Sequential cells grouped by signal name:
Drawn at 12 px/um. Other sequential cells in the stronger gray, the rest of the logic in the fainter gray.
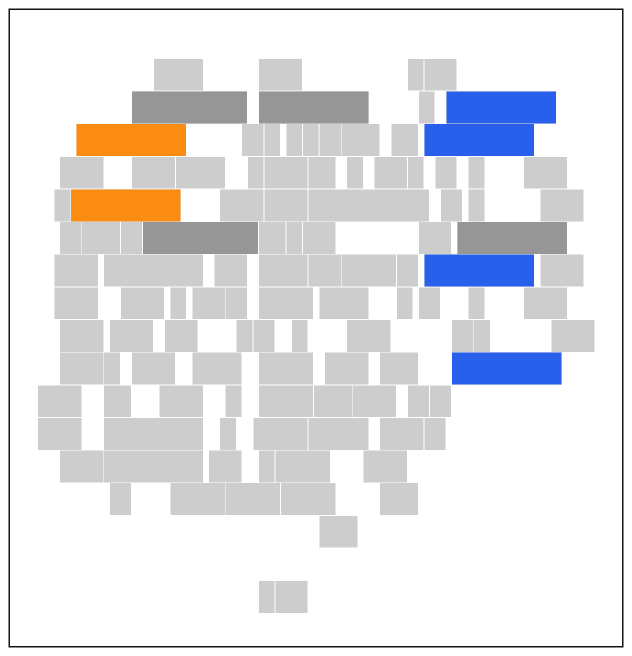
Port wiring:
Drawn at 10 px/um.
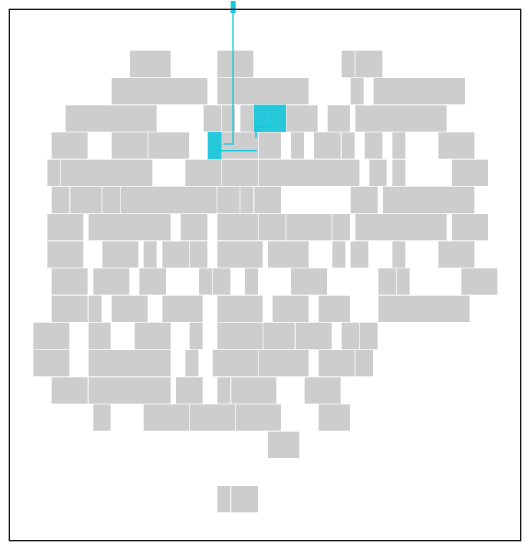
[src/rtl/sdram_arbiter_pkg.sv]
// Shared types and constants for the SDRAM multi-port arbiter.
// Latency: n/a (declarations only).
// Backpressure: n/a.
package sdram_arbiter_pkg;

  localparam int MAX_MASTERS      = 16;
  localparam int PRIO_ROUND_ROBIN = 0;
  localparam int PRIO_FIXED       = 1;

  typedef enum logic [1:0] {
    ST_IDLE    = 2'd0,
    ST_GRANTED = 2'd1,
    ST_BUSY    = 2'd2,
    ST_ABORT   = 2'd3
  } arb_state_t;

endpackage

[src/rtl/sdram_arbiter_picker.sv]
// One-hot winner search over a request vector, circular from a start index.
// Latency: purely combinational.
// Backpressure: none; valid_out low when no request bit is set.
//
// Ports:
//   req_in    - request vector, one bit per master
//   start_in  - first index examined in round-robin mode
//   mode_in   - 0 = round-robin from start_in, 1 = fixed priority (index 0 first)
//   grant_out - one-hot winner (all-zero when nothing requested)
//   index_out - binary index of the winner
//   valid_out - a winner exists
module sdram_arbiter_picker #(
  parameter int N  = 4,
  parameter int IW = 2
) (
  input  logic [N-1:0]  req_in,
  input  logic [IW-1:0] start_in,
  input  logic          mode_in,
  output logic [N-1:0]  grant_out,
  output logic [IW-1:0] index_out,
  output logic          valid_out
);

  int base;
  int idx;

  always_comb begin
    grant_out = '0;
    index_out = '0;
    valid_out = 1'b0;
    base      = mode_in ? 0 : int'(start_in);
    idx       = 0;
    // Walk all N positions once, wrapping past N-1 back to 0; the first
    // set bit encountered wins.
    for (int i = 0; i < N; i++) begin
      idx = base + i;
      if (idx >= N) begin
        idx = idx - N;
      end
      if (!valid_out && req_in[idx]) begin
        valid_out      = 1'b1;
        grant_out[idx] = 1'b1;
        index_out      = idx[IW-1:0];
      end
    end
  end

endmodule

[src/rtl/sdram_multi_port_arbiter.sv]
// Grants one of NR_OF_MASTERS bus masters access to a shared SDRAM port.
// Latency: request sampled in IDLE -> registered one-hot grant next cycle;
//   1-cycle all-zero gap after every transaction end.
// Backpressure: masters hold requestIn until granted; grant is held through
//   BUSY until endTransactionIn/busErrorIn (or the watchdog) closes it.
//
// Optional feature: define SDRAM_ARBITER_WATCHDOG_EN to add a watchdog that
// forces a one-cycle endTransactionOut/busErrorOut (ABORT state) after
// TIMEOUT_CYCLES cycles in GRANTED or BUSY. Without it those outputs are 0.
//
// Ports:
//   clock, resetN       - rising-edge clock, async active-low reset
//   requestIn           - per-master level request
//   grantOut            - registered one-hot / all-zero grant
//   beginTransactionIn  - shared bus begin
//   endTransactionIn    - shared bus end
//   busErrorIn          - shared bus error
//   endTransactionOut   - watchdog-forced end
//   busErrorOut         - watchdog-forced error
//   activeMasterOut     - index of granted master, 0 when idle
//   busIdleOut          - state is IDLE
module sdram_multi_port_arbiter
  import sdram_arbiter_pkg::*;
#(
  parameter int NR_OF_MASTERS  = 4,
  parameter int PRIORITY_MODE  = PRIO_ROUND_ROBIN,
  parameter int TIMEOUT_CYCLES = 1024
) (
  input  logic                     clock,
  input  logic                     resetN,
  input  logic [NR_OF_MASTERS-1:0] requestIn,
  output logic [NR_OF_MASTERS-1:0] grantOut,
  input  logic                     beginTransactionIn,
  input  logic                     endTransactionIn,
  input  logic                     busErrorIn,
  output logic                     endTransactionOut,
  output logic                     busErrorOut,
  output logic [$clog2(NR_OF_MASTERS > 1 ? NR_OF_MASTERS : 2)-1:0] activeMasterOut,
  output logic                     busIdleOut
);

  localparam int IW = $clog2(NR_OF_MASTERS > 1 ? NR_OF_MASTERS : 2);

  arb_state_t               state_q, state_d;
  logic [NR_OF_MASTERS-1:0] grant_q, grant_d;
  logic [IW-1:0]            active_q, active_d;
  logic                     ptr_upd;     // transaction closed: pointer takes active_q
  logic [IW-1:0]            start_idx;
  logic [NR_OF_MASTERS-1:0] pick_grant;
  logic [IW-1:0]            pick_idx;
  logic                     pick_vld;
  logic                     wd_expired;

  sdram_arbiter_picker #(
    .N  (NR_OF_MASTERS),
    .IW (IW)
  ) u_picker (
    .req_in    (requestIn),
    .start_in  (start_idx),
    .mode_in   (PRIORITY_MODE == PRIO_FIXED),
    .grant_out (pick_grant),
    .index_out (pick_idx),
    .valid_out (pick_vld)
  );

  // Round-robin pointer: the last master that completed a transaction.
  // With a single master there is nothing to rotate.
  generate
    if (NR_OF_MASTERS > 1) begin : g_ptr
      logic [IW-1:0] last_q, last_d;

      always_comb begin
        last_d = ptr_upd ? active_q : last_q;
      end

      always_ff @(posedge clock or negedge resetN) begin
        if (!resetN) begin
          last_q <= IW'(NR_OF_MASTERS - 1);
        end else begin
          last_q <= last_d;
        end
      end

      assign start_idx = (last_q == IW'(NR_OF_MASTERS - 1)) ? '0 : last_q + IW'(1);
    end else begin : g_no_ptr
      assign start_idx = '0;
    end
  endgenerate

`ifdef SDRAM_ARBITER_WATCHDOG_EN
  localparam int WD_W = $clog2(TIMEOUT_CYCLES + 1);

  logic [WD_W-1:0] wd_cnt_q, wd_cnt_d;

  // Count cycles spent in the current GRANTED/BUSY visit; any state change
  // restarts from zero.
  always_comb begin
    wd_cnt_d = '0;
    if ((state_d == state_q) && ((state_q == ST_GRANTED) || (state_q == ST_BUSY))) begin
      wd_cnt_d = wd_cnt_q + WD_W'(1);
    end
  end

  always_ff @(posedge clock or negedge resetN) begin
    if (!resetN) begin
      wd_cnt_q <= '0;
    end else begin
      wd_cnt_q <= wd_cnt_d;
    end
  end

  // The edge that would bring the count to TIMEOUT_CYCLES is the one that
  // enters ABORT, so ABORT is visible exactly TIMEOUT_CYCLES cycles after
  // entering GRANTED/BUSY.
  assign wd_expired = (wd_cnt_q == WD_W'(TIMEOUT_CYCLES - 1));
`else
  assign wd_expired = 1'b0;
`endif

  // State register
  always_ff @(posedge clock or negedge resetN) begin
    if (!resetN) begin
      state_q  <= ST_IDLE;
      grant_q  <= '0;
      active_q <= '0;
    end else begin
      state_q  <= state_d;
      grant_q  <= grant_d;
      active_q <= active_d;
    end
  end

  // Next-state logic
  always_comb begin
    state_d  = state_q;
    grant_d  = grant_q;
    active_d = active_q;
    ptr_upd  = 1'b0;
    case (state_q)
      ST_IDLE: begin
        if (pick_vld) begin
          state_d  = ST_GRANTED;
          grant_d  = pick_grant;
          active_d = pick_idx;
        end
      end
      ST_GRANTED: begin
        if (beginTransactionIn && endTransactionIn) begin
          // Zero-length transaction: counts as served for rotation.
          state_d  = ST_IDLE;
          grant_d  = '0;
          active_d = '0;
          ptr_upd  = 1'b1;
        end else if (beginTransactionIn) begin
          state_d = ST_BUSY;
        end else if (!requestIn[active_q]) begin
          // Master withdrew before starting; it was never served.
          state_d  = ST_IDLE;
          grant_d  = '0;
          active_d = '0;
        end else if (wd_expired) begin
          state_d = ST_ABORT;
          grant_d = '0;
        end
      end
      ST_BUSY: begin
        if (endTransactionIn || busErrorIn) begin
          state_d  = ST_IDLE;
          grant_d  = '0;
          active_d = '0;
          ptr_upd  = 1'b1;
        end else if (wd_expired) begin
          state_d = ST_ABORT;
          grant_d = '0;
        end
      end
      ST_ABORT: begin
        // active_q is kept through ABORT so the pointer can advance here.
        state_d  = ST_IDLE;
        grant_d  = '0;
        active_d = '0;
        ptr_upd  = 1'b1;
      end
      default: begin
        state_d  = ST_IDLE;
        grant_d  = '0;
        active_d = '0;
      end
    endcase
  end

  // Outputs
  always_comb begin
    grantOut        = grant_q;
    activeMasterOut = active_q;
    busIdleOut      = (state_q == ST_IDLE);
`ifdef SDRAM_ARBITER_WATCHDOG_EN
    endTransactionOut = (state_q == ST_ABORT);
    busErrorOut       = (state_q == ST_ABORT);
`else
    endTransactionOut = 1'b0;
    busErrorOut       = 1'b0;
`endif
  end

endmodule

[config.mk]
export PLATFORM = sky130hd
export DESIGN_NAME = sdram_multi_port_arbiter
export DESIGN_NICKNAME = d
export VERILOG_FILES = /design/src/rtl/sdram_arbiter_pkg.sv /design/src/rtl/sdram_arbiter_picker.sv /design/src/rtl/sdram_multi_port_arbiter.sv
export SDC_FILE = /design/constraint.sdc
export NUM_CORES = 1
export LEC_CHECK = 0
export CAP_MARGIN = 0
export CORE_AREA = 2 2 49 51
export DETAILED_ROUTE_END_ITERATION = 10
export DIE_AREA = 0 0 51 53
export GPL_TIMING_DRIVEN = 0
export PLACE_DENSITY = 0.8
export SLEW_MARGIN = 0
export SYNTH_ARGS = -nofsm -noshare
export SYNTH_HDL_FRONTEND = slang
export SYNTH_SLANG_ARGS = --single-unit
[constraint.sdc]
create_clock -name clock -period 5.9 [get_ports clock]
set_input_delay 0.885 -clock clock [delete_from_list [all_inputs] [get_ports clock]]
set_output_delay 0.885 -clock clock [all_outputs]
set_load 0.05 [all_outputs]
==> flow_summary_export.csv <==
group,metric,value,unit
synth,proportion_of_register_bits_with_asynchronous_set_or_reset_after_synthesis,1.000,
hold_path,hold_critical_path_depth,2,
worst_setup_path,cp_data_required_time,5.02,ns
synth,avgSynthCellArea,9.943,sq um
worst_setup_path,timing.critical_path.slowest_cell_delay,0.82,ns
global_route,global_route.usage.total,0.1678,
floorplan,floorplanUtilization,0.4351,
synth,synth_top_flop_cell,"sky130_fd_sc_hd__dfrtp_1",
place,dp_worst_setup_slack,2.969,ns
synth,synthDistinctLibCells,31,
worst_setup_path,crit_arrival,2.03,ns
finish,instances_no_fill,142,
synth,yosys_cells,94,
power,p_switching,0.0003295,W
power,leading_power_group,"combinational cells",
finish,drive_above_1_share,0.1842,
power,peak_supply_drop,0.0003282,V
worst_setup_path,worst-path-stages,3,
clock_tree,clk-insertion-delay-late,0.26,ns
floorplan,tap_cells,28,
detailed_routing,wirelength_met1,846,um
synth,synthCells,94,
timing,final-setup-viol-count,0,
place,gp_congestion,0.7926,
worst_setup_path,path_delay_family,"buffers and inverters",
timing,tns,0,ns
status,outcome,"complete, no violations",
detailed_routing,detail_route.drc_violations,0,
place,place.detailed.hpwl,1585,um
worst_setup_path,crit_path_cell_trace,"or2_2, inv_1, clkdlybuf4s50_1",
finish,layout.nonclk_buf_frac,0.1600,
## Picture notes: 'sequential cells grouped by signal name'
blue -> `grantOut`  # flops 4
orange -> `activeMasterOut`  # flops 2
final core area utilization: 0.5352
Sequential Area: 252.7 sq um

## Picture notes: 'port wiring'
cyan -> `endTransactionIn`  # bits 1, direction input, edge north, end cells 3, buffers 1, wire 21.8 um
count of input and output buffers: 15
total I/O pin count: 18

[layer usage]
metal	vias up	global-route usage
li1	382	-
met1	361	0.1944
met2	18	0.2965
met3	2	0.05650
met4	0	0.04054
met5	-	0
[cells by family (layout without fill, tap and decap cells)]
kind of cell / count (synthesis) / in the layout / synth area share
compound gates: 26 / 26 / 0.1995
fa+ha+maj: 8 / 8 / 0.1071
buf+inv: 9 / 28 / 0.05622
flops: 10 / 10 / 0.2704
mux: 13 / 13 / 0.1834
other cells: 1 / 2 / 0.004012
simple gates: 27 / 27 / 0.1794
[sequential cells by signal (all words and copies together) (netlist names)]
name and cells:
activeMasterOut 2, g_ptr.last_q 2, grantOut 4, state_q 2
Power is estimated from default activity; no workload was simulated.
